<file path="src/rtl/mem_port_arbiter.sv">
// mem_port_arbiter
//   Shares one single-port memory between the instruction-fetch requester
//   (IF) and the load/store requester (D). D wins by fixed priority unless
//   IF has been passed over STARVE_MAX times in a row while waiting, in
//   which case IF is forced through. Each access is one mem_en strobe,
//   MEM_LAT cycles of wait, then a one-cycle ack to the winner.
//
// Ports
//   clk, rst                    clock (rising edge), sync active-low reset
//   if_req/if_addr              IF read request, held until if_ack
//   if_rdata/if_ack             IF read data + one-cycle completion pulse
//   d_req/d_we/d_addr/d_wdata   D read/write request, held until d_ack
//   d_rdata/d_ack               D read data + one-cycle completion pulse
//   mem_en/mem_we/mem_addr/
//   mem_wdata/mem_rdata         memory port; mem_rdata valid MEM_LAT
//                               cycles after the mem_en cycle
//   busy                        high whenever a transaction is in progress
//   owner                       current or last grant (0 = IF, 1 = D)
module mem_port_arbiter #(
  parameter int AW         = 32,
  parameter int DW         = 32,
  parameter int MEM_LAT    = 1,
  parameter int STARVE_MAX = 4
) (
  input  logic          clk,
  input  logic          rst,
  input  logic          if_req,
  input  logic [AW-1:0] if_addr,
  output logic [DW-1:0] if_rdata,
  output logic          if_ack,
  input  logic          d_req,
  input  logic          d_we,
  input  logic [AW-1:0] d_addr,
  input  logic [DW-1:0] d_wdata,
  output logic [DW-1:0] d_rdata,
  output logic          d_ack,
  output logic          mem_en,
  output logic          mem_we,
  output logic [AW-1:0] mem_addr,
  output logic [DW-1:0] mem_wdata,
  input  logic [DW-1:0] mem_rdata,
  output logic          busy,
  output logic          owner
);

  localparam int CW = $clog2(MEM_LAT + 1);
  localparam int SW = $clog2(STARVE_MAX + 1);

  typedef enum logic [1:0] {IDLE, ISSUE, WAIT, DONE} state_t;

  state_t          state_q, state_d;
  logic [CW-1:0]   cnt_q, cnt_d;
  logic [SW-1:0]   starve_q, starve_d;
  logic            grant_d_req;

  logic            mem_en_d, mem_we_d, owner_d, busy_d, if_ack_d, d_ack_d;
  logic [AW-1:0]   mem_addr_d;
  logic [DW-1:0]   mem_wdata_d, if_rdata_d, d_rdata_d;

  // Saturating increment of the starvation counter.
  function automatic logic [SW-1:0] sat_inc(input logic [SW-1:0] v);
    return (v >= SW'(STARVE_MAX)) ? v : v + SW'(1);
  endfunction

  // D wins a contested slot unless IF has already been skipped enough times.
  assign grant_d_req = d_req && !(if_req && (starve_q >= SW'(STARVE_MAX)));

  always_comb begin
    state_d     = state_q;
    cnt_d       = cnt_q;
    starve_d    = starve_q;
    mem_en_d    = 1'b0;
    mem_we_d    = mem_we;
    mem_addr_d  = mem_addr;
    mem_wdata_d = mem_wdata;
    owner_d     = owner;
    busy_d      = busy;
    if_ack_d    = 1'b0;
    d_ack_d     = 1'b0;
    if_rdata_d  = if_rdata;
    d_rdata_d   = d_rdata;

    case (state_q)
      IDLE: begin
        if (if_req || d_req) begin
          state_d  = ISSUE;
          mem_en_d = 1'b1;
          busy_d   = 1'b1;
          owner_d  = grant_d_req;
          if (grant_d_req) begin
            mem_we_d    = d_we;
            mem_addr_d  = d_addr;
            mem_wdata_d = d_wdata;
            // Only a D grant that actually skipped a waiting IF counts.
            if (if_req) starve_d = sat_inc(starve_q);
          end else begin
            mem_we_d   = 1'b0;
            mem_addr_d = if_addr;
            starve_d   = '0;
          end
        end
      end
      ISSUE: begin
        state_d = WAIT;
        cnt_d   = CW'(MEM_LAT);
      end
      WAIT: begin
        cnt_d = cnt_q - CW'(1);
        if (cnt_q == CW'(1)) begin
          state_d = DONE;
          // mem_we still holds the latched direction of this transaction.
          if (!mem_we) begin
            if (owner) d_rdata_d  = mem_rdata;
            else       if_rdata_d = mem_rdata;
          end
          if (owner) d_ack_d  = 1'b1;
          else       if_ack_d = 1'b1;
        end
      end
      DONE: begin
        // Requests are ignored here so the requester can drop req after ack.
        state_d = IDLE;
        busy_d  = 1'b0;
      end
      default: state_d = IDLE;
    endcase
  end

  always_ff @(posedge clk) begin
    if (!rst) begin
      state_q   <= IDLE;
      cnt_q     <= '0;
      starve_q  <= '0;
      mem_en    <= 1'b0;
      mem_we    <= 1'b0;
      mem_addr  <= '0;
      mem_wdata <= '0;
      owner     <= 1'b0;
      busy      <= 1'b0;
      if_ack    <= 1'b0;
      d_ack     <= 1'b0;
      if_rdata  <= '0;
      d_rdata   <= '0;
    end else begin
      state_q   <= state_d;
      cnt_q     <= cnt_d;
      starve_q  <= starve_d;
      mem_en    <= mem_en_d;
      mem_we    <= mem_we_d;
      mem_addr  <= mem_addr_d;
      mem_wdata <= mem_wdata_d;
      owner     <= owner_d;
      busy      <= busy_d;
      if_ack    <= if_ack_d;
      d_ack     <= d_ack_d;
      if_rdata  <= if_rdata_d;
      d_rdata   <= d_rdata_d;
    end
  end

endmodule

</file>
<file path="config.mk">
export PLATFORM = sky130hd
export DESIGN_NAME = mem_port_arbiter
export DESIGN_NICKNAME = d
export VERILOG_FILES = /design/src/rtl/mem_port_arbiter.sv
export SDC_FILE = /design/constraint.sdc
export NUM_CORES = 1
export LEC_CHECK = 0
export CORE_ASPECT_RATIO = 0.5
export CORE_UTILIZATION = 44
export CTS_BUF_LIST = sky130_fd_sc_hd__clkbuf_4
export DETAILED_ROUTE_END_ITERATION = 7
export PLACE_DENSITY = 0.95
export SYNTH_ARGS = -nofsm -noshare
export SYNTH_HDL_FRONTEND = slang
export SYNTH_SLANG_ARGS = --single-unit
</file>
<file path="constraint.sdc">
create_clock -name clk -period 2.8 [get_ports clk]
set_input_delay 0.28 -clock clk [delete_from_list [all_inputs] [get_ports clk]]
set_output_delay 0.28 -clock clk [all_outputs]
set_load 0.005 [all_outputs]
</file>
### Metal 3

Scale: 4 px per um.
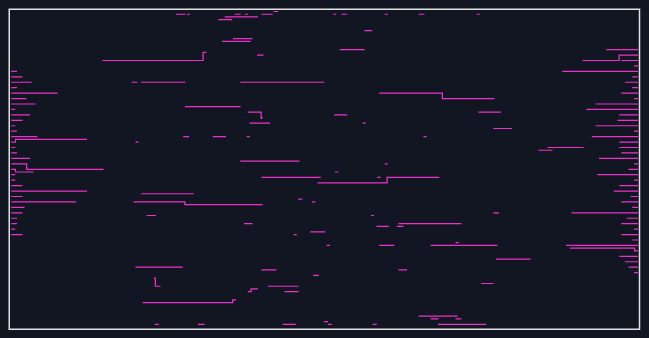
nets with wire on the layer: 118
main direction: horizontal
grt met3 use: 6.51%
routed wire length: 15.8 mm

==> flow_metrics.py <==
# Flow results
metrics = {
    "run_status": {
        "outcome": "finished clean",
    },
    "sta": {
        "rsz0062_at_grt": "false",
        "post-route-period-util_pct": 77.6,
        "tns_ps": 0,
        "setup_viol": 0,
        "worstMarginPinSlew_ps": 771,
        "hold_viol": 0,
        "drv_slew": 0,
        "slew_headroom_pct": 48.4,
        "fin_crit_ps": 2170,
    },
    "cells_and_area": {
        "drive_above_1_share_pct": 5.05,
        "nets": 997,
        "num-fill-cells": 843,
    },
    "logic_synthesis": {
        "top_area_share_pct": 52.9,
        "synthMuxAreaShare_pct": 6.42,
        "syn_nets": 757,
        "ys_ff": 140,
        "ff_type": "dfxtp_1",
        "edf_count": 0,
        "ys_top_cells_by_area": "dfxtp_1 (53%), nand2_1 (12%), o21ai_0 (9.2%), mux2i_1 (6.4%), nand3_1 (6.1%)",
        "synth-warning-count": 0,
        "synth_chip_area_sq_um": 5300,
        "ys_sh_adder_pct": 1.18,
        "syn_avg_cell_area_sq_um": 8.56,
        "synthTopLogicFamily": "simple AND/OR/NAND/NOR gates",
        "syn_area_sq_um": 5300,
        "top_area_cell": "dfxtp_1",
        "xor_share_pct": 0,
        "synth.distinct_cells": 30,
        "ys_sh_simple_pct": 19.6,
    },
    "pwr": {
        "power.static_leakage_nw": 3.20,
    },
    "worst_setup_path": {
        "start_kind": "flop",
        "cpMaxStageDelayCell": "nand4b_2",
        "path_cells": "inv_1 -> ha_1 -> nand4b_2 -> buf_4 -> nand3_1 -> o21ai_0",
        "crit_required_ps": 3210,
        "cp_max_fo": 34,
        "crit_path_end_kind": "flop",
        "max_stage_delay_ps": 660,
        "critical_path_arrival_ps": 2580,
    },
    "floorplanning": {
        "std_cell_rows": 27,
        "core_util_floorplan_pct": 46.7,
        "core_sq_um": 11400,
        "dieArea_sq_um": 12500,
    },
    "global_routing": {
        "gr-usage-met1_pct": 27.1,
        "grt_usage_pct": 25.3,
        "gr-max-usage-layer": "met2",
        "grt_max_degree": 100,
        "overflow": 0,
        "antenna_found_initial": 0,
    },
    "drt": {
        "drt_iter0_markers": 359,
        "drc": 0,
        "vias": 5241,
        "post_drt_wl_per_cell_um": 15.3,
        "via_per_inst": 5.09,
        "firstDrtPassIters": 5,
        "final_antenna_net_count": 0,
    },
    "clocking": {
        "clock-sinks": 140,
        "cts_resized": 0,
        "post_cts_buffers": 0,
        "clockBufferDepth": 2,
        "clk_latency_ps": 520,
        "htree_levels": 4,
        "holdBufCountCts": 0,
        "cts.reportedPaths.clkPinSlew_ps": 120,
        "cts_tree": "done",
        "cts_root_buf": "clkbuf_4",
    },
    "place": {
        "gp_congestion": 0.828,
        "io_buffers": 266,
        "dp_hpwl_mm": 11.1,
    },
    "run": {
        "warnings": 29,
        "cap_violations": 0,
    },
    "hold_path": {
        "hold_path.class": "in2reg",
    },
}
### Sizing map

Scale: 4 px per um.
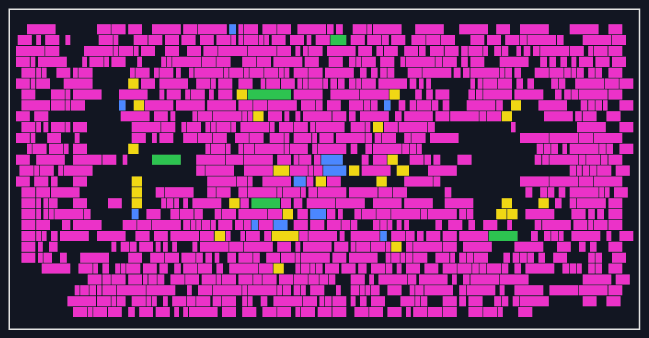
legend:
  drive 2:
    color: blue
    cells: 11
    share: 1.3%
  drive 3 to 4:
    color: yellow
    cells: 28
    share: 3.2%
  drive 1 or less:
    color: magenta
    cells: 827
    share: 95%
  drive 6 and up:
    color: green
    cells: 5
    share: 0.57%
area growth from synthesis to final layout: 55.6%
setup ws final: 629 ps
post-route cell area: 8250 sq um

## worst paths after layout
| kind | slack, ps | to | cells past startpoint | from |
|---|---|---|---|---|
| min reg2reg | 460 | mem_wdata[1] | 2 | mem_wdata[1] |
| max reg2reg | 630 | d_rdata[27] | 6 | state_q[0] |
| min | 300 | mem_wdata[7] | 3 | d_wdata[7] |
| max | 630 | d_rdata[27] | 6 | state_q[0] |
## logic make-up after synthesis
kind of cell / after synthesis
and+or+nand+nor: 242
AOI/OAI and AO/OA: 141
DFF: 140
buffers and inverters: 57
muxes: 34
adders and majority gates: 5
## cell usage in the layout (no fill, tap or decap), types with 3 or more instances in the layout
master / instances
clkinvlp_4: 4
mux2i_1: 34
nand3_1: 65
nor2b_1: 3
clkinv_2: 6
buf_4: 4
clkdlybuf4s50_1: 265
o21ai_0: 97
a31oi_1: 33
ha_1: 5
buf_12: 3
inv_1: 5
dfxtp_1: 140
clkbuf_4: 17
nand2_1: 165
## routing by layer
layer	up-vias	share of wire, %
li1	2596	-
met1	2402	40
met2	185	50
met3	58	5.3
met4	0	4.5
met5	-	0
## flip-flops by register name, indices dropped and copies added, names as in the netlist
name,cells
cnt_q,1
if_ack,1
mem_en,1
if_rdata,32
state_q,2
busy,1
starve_q,3
d_ack,1
mem_addr,32
d_rdata,32
mem_we,1
mem_wdata,32
owner,1
## synthesized netlist by cell type, types with 3 or more instances
master    instances
a31oi_1          33
buf_1             3
buf_2            23
buf_6             3
clkbuf_1         23
dfxtp_1         140
ha_1              5
inv_1             5
mux2i_1          34
nand2_1         165
nand3_1          65
nor2b_1           3
o21ai_0          97
## layout make-up
type                       count  area (sq um)  share of cell area, %
sequential                   140          2800                   34.0
timing repair buffer         273          2750                   33.4
multi-input combinational    422          2240                   27.1
tap                          159           199                   2.41
clock buffer                  17           128                   1.55
clock inverter                14           106                   1.29
inverter                       5          18.8                  0.228
## through the flow
step	power [mW]	area (sq um)	std cells	setup slack [ps]	hold WS [ps]
after floorplan	3.23	5300	619	1420	419
after global placement	4.06	8010	999	764	444
after detailed placement	4.14	8010	999	625	454
after CTS	5.29	8250	1030	630	261
after global routing	5.54	8250	1030	385	271
final	5.26	8250	1030	629	298
## power by group
group,leakage (nW),internal (mW),switching [mW]
logic,1.94,0.924,0.708
registers,1.14,2.30,0.172
clock network,0.124,0.419,0.740
## worst max-delay path: cells and delay by family, from the launching register on
kind                       cells  cell delay (ps)
AOI/OAI and AO/OA              1               90
adders and majority gates      1              310
buffers and inverters          2              560
DFF                            1              350
and+or+nand+nor                2              760
No activity file was given, so power comes from the tool's default toggle rates.
